### M1 wires

Scale: 4 px per um. Supply wires on this layer in gray.
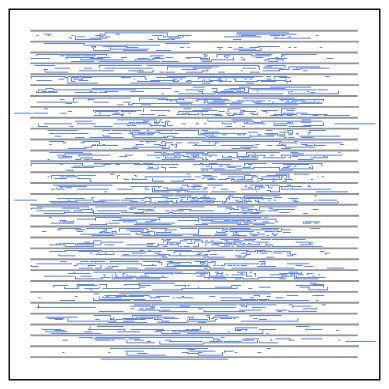
### M2 wires

Scale: 3 px per um. Cells faint in the background.
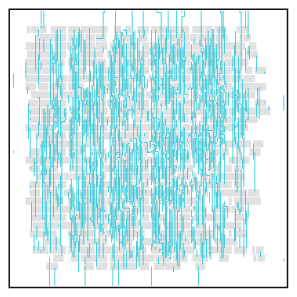
### Met3 routing

Scale: 4 px per um.
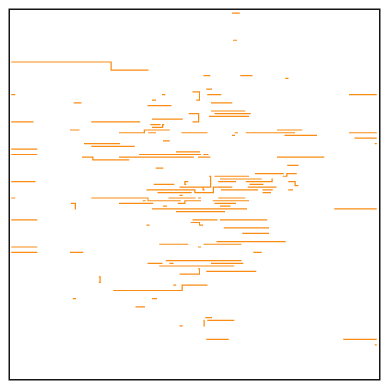
### Met4 routing

Scale: 4 px per um. Supply wires on this layer in gray.
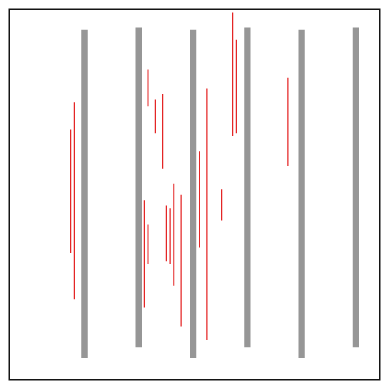
==> src/rtl/clock_text_writer.sv <==
// clock_text_writer: renders the clock time as "MM:SS.d" into the text RAM, one handshaked beat per character.
module clock_text_writer #(
  parameter int BASE_ADDR = 0,
  parameter int ADDR_W = 12
) (
  input  logic              clk,
  input  logic              reset,
  input  logic [3:0]        dsec,
  input  logic [5:0]        sec,
  input  logic [5:0]        min,
  input  logic              wr_ready,
  output logic              wr_en,
  output logic [ADDR_W-1:0] wr_addr,
  output logic [7:0]        wr_data,
  output logic              busy
);
  typedef enum logic [1:0] {IDLE, CONV, WRITE} state_t;
  state_t state, state_n;
  logic [5:0] min_s, sec_s, min_l, sec_l, min_w, sec_w, digit;
  logic [3:0] dsec_s, dsec_l, dsec_d;
  logic [2:0] min_t, sec_t, cnt, k;
  logic force_r, changed;
  assign changed = force_r || {min, sec, dsec} != {min_l, sec_l, dsec_l};
  assign dsec_d = dsec_s > 4'd9 ? 4'd9 : dsec_s;
  always_comb begin
    state_n = state == IDLE ? (changed ? CONV : IDLE) :
              state == CONV ? (cnt == 3'd5 ? WRITE : CONV) :
              (wr_ready && k == 3'd6 ? IDLE : WRITE);
    wr_en = state == WRITE;
    busy = state != IDLE;
    wr_addr = ADDR_W'(BASE_ADDR) + ADDR_W'(k);
    digit = k == 3'd0 ? {3'b000, min_t} :
            k == 3'd1 ? min_w :
            k == 3'd3 ? {3'b000, sec_t} :
            k == 3'd4 ? sec_w : {2'b00, dsec_d};
    wr_data = !wr_en ? 8'h00 : k == 3'd2 ? 8'h3A : k == 3'd5 ? 8'h2E : 8'h30 + {2'b00, digit};
  end
  always_ff @(posedge clk or posedge reset)
    if (reset) state <= IDLE;
    else state <= state_n;
  // Working values become the units digits after six conditional subtract-10 steps.
  always_ff @(posedge clk or posedge reset) begin
    if (reset) begin
      {min_s, sec_s, dsec_s, min_l, sec_l, dsec_l} <= '0;
      {min_w, sec_w, min_t, sec_t, cnt, k} <= '0;
      force_r <= 1'b1;
    end else if (state == IDLE) begin
      if (changed) begin
        {min_s, sec_s, dsec_s} <= {min, sec, dsec};
        {min_w, sec_w} <= {min, sec};
        {min_t, sec_t, cnt, k} <= '0;
        force_r <= 1'b0;
      end
    end else if (state == CONV) begin
      min_w <= min_w >= 6'd10 ? min_w - 6'd10 : min_w;
      min_t <= min_w >= 6'd10 ? min_t + 3'd1 : min_t;
      sec_w <= sec_w >= 6'd10 ? sec_w - 6'd10 : sec_w;
      sec_t <= sec_w >= 6'd10 ? sec_t + 3'd1 : sec_t;
      cnt <= cnt + 3'd1;
    end else if (wr_ready) begin
      k <= k == 3'd6 ? 3'd0 : k + 3'd1;
      if (k == 3'd6) {min_l, sec_l, dsec_l} <= {min_s, sec_s, dsec_s};
    end
  end
endmodule

==> config.mk <==
export PLATFORM = sky130hd
export DESIGN_NAME = clock_text_writer
export DESIGN_NICKNAME = d
export VERILOG_FILES = /design/src/rtl/clock_text_writer.sv
export SDC_FILE = /design/constraint.sdc
export NUM_CORES = 1
export LEC_CHECK = 0
export CORE_MARGIN = 5
export CORE_UTILIZATION = 51
export DETAILED_ROUTE_END_ITERATION = 10
export GPL_TIMING_DRIVEN = 0
export PLACE_DENSITY = 0.77
export SETUP_SLACK_MARGIN = 0.5
export SYNTH_ARGS = -nofsm -noshare
export SYNTH_HDL_FRONTEND = slang
export SYNTH_SLANG_ARGS = --single-unit
==> constraint.sdc <==
create_clock -name clk -period 1.7 [get_ports clk]
set_input_delay 0.17 -clock clk [delete_from_list [all_inputs] [get_ports clk]]
set_output_delay 0.17 -clock clk [all_outputs]
set_load 0.03 [all_outputs]
==> flow report <==
RUN STATUS
--------------------------------------------------------------------------------------
Status                                                                    finished, violations left
Violations in the final reports                                           setup timing

YOSYS
--------------------------------------------------------------------------------------
Post-synth top flop                                                       sky130_fd_sc_hd__dfrtp_1
Number of distinct standard cells referenced by the synthesized netlist             61
Leading area contributor after synthesis                                  sky130_fd_sc_hd__dfrtp_1
Sequential-to-total area share from yosys stat                                  0.4285
Post-synthesis share of cell area spent on and-or and or-and gates              0.1720
Number of synthesized register bits                                                 59
Simple-Gate Fraction of Synth Area                                              0.1357
Post-synth area hogs                                                      sky130_fd_sc_hd__dfrtp_1, sky130_fd_sc_hd__mux2_2, sky130_fd_sc_hd__ha_1
Cell total in the yosys stat output                                                332
Top logic family                                                          AND-OR/OR-AND gates

TIMING
--------------------------------------------------------------------------------------
Fin Clk Skew                                                               0.008706 ns
Final tally of setup violations                                                     65
Measured slew at the worst slew-check pin                                    0.7196 ns
RSZ-0062 raised after global routing                                              true
Post-route worst setup slack                                                -0.7309 ns

DRT
--------------------------------------------------------------------------------------
Average routed wire per standard cell                                         22.25 um
Via density                                                                      6.241

FLOORPLAN
--------------------------------------------------------------------------------------
Initial core utilization                                                        0.5161
Die width                                                                     92.23 um
Overall die height                                                            92.23 um

CRITICAL PATH
--------------------------------------------------------------------------------------
Critical path class                                                       register to output port
Critical path peak fanout                                                            6
Startpoint type of the worst setup path                                       register
Largest stage delay on the critical path                                       0.42 ns
Worst r2r src                                                             k[0]$_DFFE_PP0P_
End of the critical path                                                    wr_data[1]
Cell-by-cell listing of the critical path                                 buf_6, buf_4, nor3b_4, or3b_4, a21oi_2, a211oi_1, a311oi_2, buf_4
Library cell appearing most often on the critical path                    sky130_fd_sc_hd__buf_4
Critical Path End Type                                                     output port

RUN
--------------------------------------------------------------------------------------
OpenROAD warnings                                                                   30

POWER AND IR DROP
--------------------------------------------------------------------------------------
Worst supply voltage drop on vdd                                              1.029 mV

CELLS AND AREA
--------------------------------------------------------------------------------------
Clk cell area share                                                            0.03581
Non-clock inverter instance count of the final layout                               18
Fraction of final layout cells sized beyond drive strength 1                    0.5213
Layout sequential cell count                                                        59
Register Area                                                               1483 sq um
Number of clock-tree buffers in the layout                                          11
Multi-In Gates                                                                     239

CLOCK TREE
--------------------------------------------------------------------------------------
Clk sinks                                                                           59

WORST HOLD PATH
--------------------------------------------------------------------------------------
Path type of the worst min-delay path                                     primary input to async pin

GLOBAL ROUTING
--------------------------------------------------------------------------------------
Total congestion overflow after global routing                                       0
Initial antenna violation count                                                      0
Overall track demand over capacity in global routing                            0.2539

PLACE
--------------------------------------------------------------------------------------
Placer's final routability congestion estimate                                  0.8719
Placed cell areas                                                           4252 sq um

Back to the opening pictures, 'M1 wires':
nets with wire on the layer = 434
share of all routed wire = 40%
wire length on this layer = 4,710 um
main direction = horizontal
met1 track demand over resource in global routing: 0.3281
via count of the routed design: 3,289
Post-Route WL: 11,730 um

Back to the opening pictures, 'M2 wires':
nets with wire on the layer = 433
share of all routed wire = 50%
main direction = vertical
met2 Use GR: 0.4240

Back to the opening pictures, 'Met3 routing':
nets with wire on the layer = 92
main direction = horizontal
wire length on this layer = 756 um
GR met3 Demand/Resource: 0.04676

Back to the opening pictures, 'Met4 routing':
wire length on this layer = 405 um
longest straight run = 62.6 um

-- cell usage after synthesis (3+ instances only) --
library cell               number
sky130_fd_sc_hd__dfrtp_1       58
sky130_fd_sc_hd__o21ai_0       13
sky130_fd_sc_hd__mux2_4         5
sky130_fd_sc_hd__o22ai_1        3
sky130_fd_sc_hd__o21a_1         3
sky130_fd_sc_hd__nor2b_1        3
sky130_fd_sc_hd__and2_1         4
sky130_fd_sc_hd__xor2_1        11
sky130_fd_sc_hd__nor2_1        26
sky130_fd_sc_hd__nand2_1       18
sky130_fd_sc_hd__buf_4         12
sky130_fd_sc_hd__nand4_1        3
sky130_fd_sc_hd__nor3_1         6
sky130_fd_sc_hd__a22oi_1        3
sky130_fd_sc_hd__buf_2          6
sky130_fd_sc_hd__a32o_1         3
sky130_fd_sc_hd__mux2i_1        5
sky130_fd_sc_hd__buf_6          3
sky130_fd_sc_hd__ha_1           8
sky130_fd_sc_hd__a21oi_1       12
sky130_fd_sc_hd__nor3b_1        4
sky130_fd_sc_hd__a31oi_1       11
sky130_fd_sc_hd__nand2b_1       4
sky130_fd_sc_hd__xnor2_1        5
sky130_fd_sc_hd__a22o_1         3
sky130_fd_sc_hd__mux2_2        27
sky130_fd_sc_hd__clkbuf_1       5
sky130_fd_sc_hd__nand3_1        8
sky130_fd_sc_hd__inv_1         17
sky130_fd_sc_hd__o31ai_1        3
-- flip-flops by register name, indices dropped and copies added (netlist names), 2 cells and up --
| signal | flops |
|---|---|
| state | 2 |
| sec_l | 6 |
| min_w | 6 |
| sec_s | 6 |
| min_l | 6 |
| sec_w | 6 |
| min_s | 6 |
| cnt | 3 |
| dsec_s | 4 |
| k | 3 |
| dsec_l | 4 |
| min_t | 3 |
| sec_t | 3 |
-- critical path: cells and delay by family, from the launching register on --
kind | cells | cell delay, ns
flip-flops | 1 | 0.42
buffers and inverters | 3 | 0.45
AND-OR/OR-AND | 3 | 0.46
AND/OR/NAND/NOR | 2 | 0.57
-- where the power goes --
part / internal [mW] / total, mW / switching (mW)
registers: 2.01 / 2.66 / 0.649
clock network: 0.710 / 1.32 / 0.612
logic: 3.26 / 6.60 / 3.34
-- through the flow --
| stage | setup TNS [ns] | cells | setup slack [ns] |
|---|---|---|---|
| after floorplan | -3.777 | 341 | -0.3178 |
| after global placement | -27.84 | 451 | -0.9934 |
| after detailed placement | -30.17 | 451 | -1.016 |
| after CTS | -14.87 | 505 | -0.6336 |
| after global routing | -22.06 | 527 | -0.7964 |
| final | -19.17 | 527 | -0.7309 |
-- kinds of logic after synthesis --
logic type / after synthesis
flip-flops: 59
adder cells (fa/ha/maj): 8
other: 1
XOR/XNOR: 16
AND-OR/OR-AND: 81
buffers and inverters: 43
multiplexers: 37
AND/OR/NAND/NOR: 87
-- layer usage --
metal / vias up / part of all wire / routed length [um]
met3: 38 / 0.064 / 755
met1: 1644 / 0.40 / 4705
li1: 1405 / - / -
met2: 202 / 0.50 / 5862
met4: 0 / 0.035 / 405
met5: - / 0 / 0
-- what timing repair did --
item                       4_1_cts  5_1_grt
hold buffers                     0        0
setup buffers                   35       21
setup endpoints to repair      129       69
pin swaps                       31       32
resized                        155       45
gates cloned                     3        1
No activity file was given, so power comes from the tool's default toggle rates.
